[src/rtl/spi_pkg.sv]
// Shared types and constants for the SPI slave.
package spi_pkg;

    localparam int unsigned SYNC_DEPTH = 2;

    typedef enum logic [1:0] {
        IDLE  = 2'd0,
        LOAD  = 2'd1,
        SHIFT = 2'd2
    } state_t;

endpackage

[src/rtl/spi_sync.sv]
// Two-flop synchronizer with a trailing flop for edge detection.
module spi_sync
    import spi_pkg::*;
#(
    parameter logic RST_VAL = 1'b0
) (
    input  logic clk,
    input  logic rst,
    input  logic d,
    output logic q,
    output logic q_prev
);

    logic [SYNC_DEPTH-1:0] sync_q;
    logic                  prev_q;

    always_ff @(posedge clk or negedge rst) begin
        if (!rst) begin
            sync_q <= {SYNC_DEPTH{RST_VAL}};
            prev_q <= RST_VAL;
        end else begin
            sync_q <= {sync_q[SYNC_DEPTH-2:0], d};
            prev_q <= sync_q[SYNC_DEPTH-1];
        end
    end

    assign q      = sync_q[SYNC_DEPTH-1];
    assign q_prev = prev_q;

endmodule

[src/rtl/spi_slave.sv]
// SPI mode-0 MSB-first slave, oversampled in the clk domain, with a one-entry tx buffer.
module spi_slave
    import spi_pkg::*;
#(
    parameter int unsigned SIZE = 8
) (
    input  logic            clk,
    input  logic            rst,
    input  logic [SIZE-1:0] tx_data_i,
    input  logic            tx_valid_i,
    output logic            tx_ready_o,
    output logic [SIZE-1:0] rx_data_o,
    output logic            rx_valid_o,
    output logic            busy_o,
    output logic            underrun_o,
    output logic            abort_o,
    input  logic            SCLK,
    input  logic            CS,
    input  logic            MOSI,
    output logic            MISO
);

    localparam int unsigned CNT_W = $clog2(SIZE + 1);

    state_t state_q, state_d;

    logic sclk_s, sclk_p, cs_s, cs_p, mosi_s;
    logic [SYNC_DEPTH-1:0] mosi_sync_q;
    logic [1:0] prime_q;
    logic armed_q;

    logic sclk_rise, sclk_fall, cs_rise, cs_fall;
    logic load_c, rx_shift_c, tx_shift_c, abort_c, cnt_clr_c;

    logic [CNT_W-1:0] cnt_q;
    logic [SIZE-1:0]  rx_shift_q, tx_shift_q, tx_buf_q, rx_data_q;
    logic             tx_empty_q, rx_valid_q, busy_q, underrun_q, abort_q, miso_q;
    logic             wr_c;

    spi_sync #(.RST_VAL(1'b0)) u_sclk_sync (
        .clk    (clk),
        .rst    (rst),
        .d      (SCLK),
        .q      (sclk_s),
        .q_prev (sclk_p)
    );

    spi_sync #(.RST_VAL(1'b1)) u_cs_sync (
        .clk    (clk),
        .rst    (rst),
        .d      (CS),
        .q      (cs_s),
        .q_prev (cs_p)
    );

    // MOSI needs no edge detect, only alignment with the SCLK sample
    always_ff @(posedge clk or negedge rst) begin
        if (!rst) begin
            mosi_sync_q <= '0;
        end else begin
            mosi_sync_q <= {mosi_sync_q[SYNC_DEPTH-2:0], MOSI};
        end
    end
    assign mosi_s = mosi_sync_q[SYNC_DEPTH-1];

    // Frame starts only after CS has been seen high on real (post-reset) samples
    always_ff @(posedge clk or negedge rst) begin
        if (!rst) begin
            prime_q <= '0;
            armed_q <= 1'b0;
        end else begin
            prime_q <= {prime_q[0], 1'b1};
            if (prime_q[1] && cs_s) begin
                armed_q <= 1'b1;
            end
        end
    end

    assign sclk_rise = sclk_s & ~sclk_p;
    assign sclk_fall = ~sclk_s & sclk_p;
    assign cs_rise   = cs_s & ~cs_p;
    assign cs_fall   = ~cs_s & cs_p & armed_q;
    assign wr_c      = tx_valid_i & tx_empty_q;

    always_ff @(posedge clk or negedge rst) begin
        if (!rst) begin
            state_q <= IDLE;
        end else begin
            state_q <= state_d;
        end
    end

    always_comb begin
        state_d    = state_q;
        load_c     = 1'b0;
        rx_shift_c = 1'b0;
        tx_shift_c = 1'b0;
        abort_c    = 1'b0;
        cnt_clr_c  = 1'b0;
        case (state_q)
            IDLE: begin
                if (cs_fall) begin
                    state_d = LOAD;
                end
            end
            LOAD: begin
                load_c    = 1'b1;
                cnt_clr_c = 1'b1;
                state_d   = SHIFT;
            end
            SHIFT: begin
                if (sclk_rise) begin
                    rx_shift_c = 1'b1;
                end else if (sclk_fall) begin
                    if (cnt_q == '0) begin
                        load_c = 1'b1;
                    end else begin
                        tx_shift_c = 1'b1;
                    end
                end
            end
            default: state_d = IDLE;
        endcase
        // CS release ends the frame and overrides any same-cycle SCLK edge
        if (state_q != IDLE && cs_rise) begin
            state_d    = IDLE;
            load_c     = 1'b0;
            rx_shift_c = 1'b0;
            tx_shift_c = 1'b0;
            cnt_clr_c  = 1'b1;
            abort_c    = (cnt_q != '0) && (cnt_q != CNT_W'(SIZE));
        end
    end

    // Receive path: bit counter, shift register and completed-word strobe
    always_ff @(posedge clk or negedge rst) begin
        if (!rst) begin
            cnt_q      <= '0;
            rx_shift_q <= '0;
            rx_data_q  <= '0;
            rx_valid_q <= 1'b0;
            abort_q    <= 1'b0;
            busy_q     <= 1'b0;
        end else begin
            rx_valid_q <= 1'b0;
            abort_q    <= abort_c;
            busy_q     <= (state_d != IDLE);
            if (cnt_q == CNT_W'(SIZE)) begin
                rx_data_q  <= rx_shift_q;
                rx_valid_q <= 1'b1;
                cnt_q      <= '0;
            end else if (cnt_clr_c) begin
                cnt_q <= '0;
            end else if (rx_shift_c) begin
                rx_shift_q <= {rx_shift_q[SIZE-2:0], mosi_s};
                cnt_q      <= cnt_q + CNT_W'(1);
            end
        end
    end

    // Transmit path: one-entry buffer, shift register and MISO
    always_ff @(posedge clk or negedge rst) begin
        if (!rst) begin
            tx_buf_q   <= '0;
            tx_empty_q <= 1'b1;
            tx_shift_q <= '0;
            miso_q     <= 1'b0;
            underrun_q <= 1'b0;
        end else begin
            underrun_q <= 1'b0;
            if (state_d == IDLE) begin
                miso_q <= 1'b0;
            end else if (load_c) begin
                if (!tx_empty_q) begin
                    tx_shift_q <= tx_buf_q;
                    miso_q     <= tx_buf_q[SIZE-1];
                    tx_empty_q <= 1'b1;
                end else begin
                    tx_shift_q <= '0;
                    miso_q     <= 1'b0;
                    underrun_q <= 1'b1;
                end
            end else if (tx_shift_c) begin
                tx_shift_q <= {tx_shift_q[SIZE-2:0], 1'b0};
                miso_q     <= tx_shift_q[SIZE-2];
            end
            // Accepted only while empty, so never collides with a full-buffer load
            if (wr_c) begin
                tx_buf_q   <= tx_data_i;
                tx_empty_q <= 1'b0;
            end
        end
    end

    assign tx_ready_o = tx_empty_q;
    assign rx_data_o  = rx_data_q;
    assign rx_valid_o = rx_valid_q;
    assign busy_o     = busy_q;
    assign underrun_o = underrun_q;
    assign abort_o    = abort_q;
    assign MISO       = miso_q;

endmodule

[config.mk]
export PLATFORM = sky130hd
export DESIGN_NAME = spi_slave
export DESIGN_NICKNAME = d
export VERILOG_FILES = /design/src/rtl/spi_pkg.sv /design/src/rtl/spi_sync.sv /design/src/rtl/spi_slave.sv
export SDC_FILE = /design/constraint.sdc
export NUM_CORES = 1
export LEC_CHECK = 0
export CORE_MARGIN = 10
export CORE_UTILIZATION = 54
export DETAILED_ROUTE_END_ITERATION = 10
export PLACE_DENSITY = 0.89
export SLEW_MARGIN = 20
export SYNTH_ARGS = -nofsm -noshare
export SYNTH_HDL_FRONTEND = slang
export SYNTH_SLANG_ARGS = --single-unit
[constraint.sdc]
create_clock -name clk -period 2.2 [get_ports clk]
set_input_delay 0.33 -clock clk [delete_from_list [all_inputs] [get_ports clk]]
set_output_delay 0.33 -clock clk [all_outputs]
set_load 0.02 [all_outputs]
==> flow_summary.ini <==
; implementation run metrics
[status]
status = finished, final reports clean

[pwr]
combPwrFrac_pct = 30.8
share_seq_of_total_power_pct = 49.6
p_clk_share_pct = 19.6
ir_worst_vdd_v = 0.000575
comb_power_mw = 0.868

[worst_setup_path]
crit_chain = inv_1 -> ha_1 -> or3b_1 -> nand4b_2 -> nor3_4 -> buf_12 -> mux2_2
critPathKind = flip-flop to flip-flop
cp-end-kind = flip-flop
worstPathArrival_ns = 2.31
r2r_cells = 7
crit_end = rx_shift_q[7]

[synthesis]
mux_share_pct = 10.7
topCellsByArea = dfrtp_1 (56%), mux2_2 (7.5%), nand2_1 (5.7%)
top_cells_by_count = dfrtp_1 (50), nand2_1 (34), mux2_2 (15), inv_1 (10), nor2_1 (9)
ys_sh_simple_pct = 16.0
syn_avg_cell_area_sq_um = 12.4
synth-seq-cells = 54

[cells_and_area]
nClkBuffers = 6
utilization_pct = 67.0
seq_area_sq_mm = 0.00136
logic_gate_count = 114
dominant-cell-class = registers
area_delta_synth_final_pct = 20.1
final_cell_area_sq_mm = 0.00270

[routing]
post_drt_wl_per_cell_microns = 14.3
ant_nets = 0

[floorplan]
fp-utilization_pct = 55.8
coreArea_sq_mm = 0.00403

[sta]
finalSetupViolations = 0
min_period_ns = 2.12
hold_viol = 0
max_slew_margin_pct = 44.6
hold_ws_ns = 0.133

[grt]
grt_pass1_wl_microns = 6790
overflow = 0

[worst_hold_path]
hp-class = input pin to asynchronous set/reset pin

[placed_design]
dpl.hpwl_microns = 2700
place_ws_ns = 0.144

[cts]
cts_buffers = 5
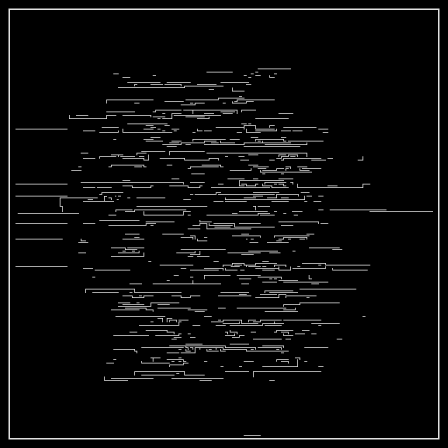
Fig. 1. The metal 1 layer.
main direction: horizontal
share of all routed wire: 46%
wire length on this layer: 1750 microns
total number of vias: 1391
met1 Use GR: 13.9%

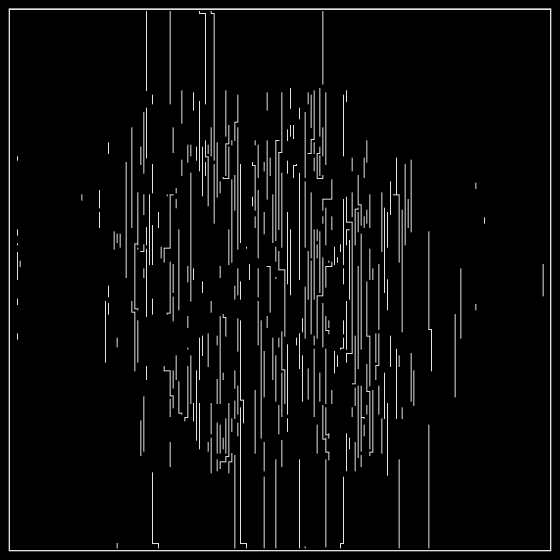
Fig. 2. M2 wires.
nets with wire on the layer: 201
longest straight run: 22.9 microns
main direction: vertical
wire length on this layer: 1880 microns
share of all routed wire: 49%
met2 Usage GRT: 18.1%
Total Routed Length: 3820 microns

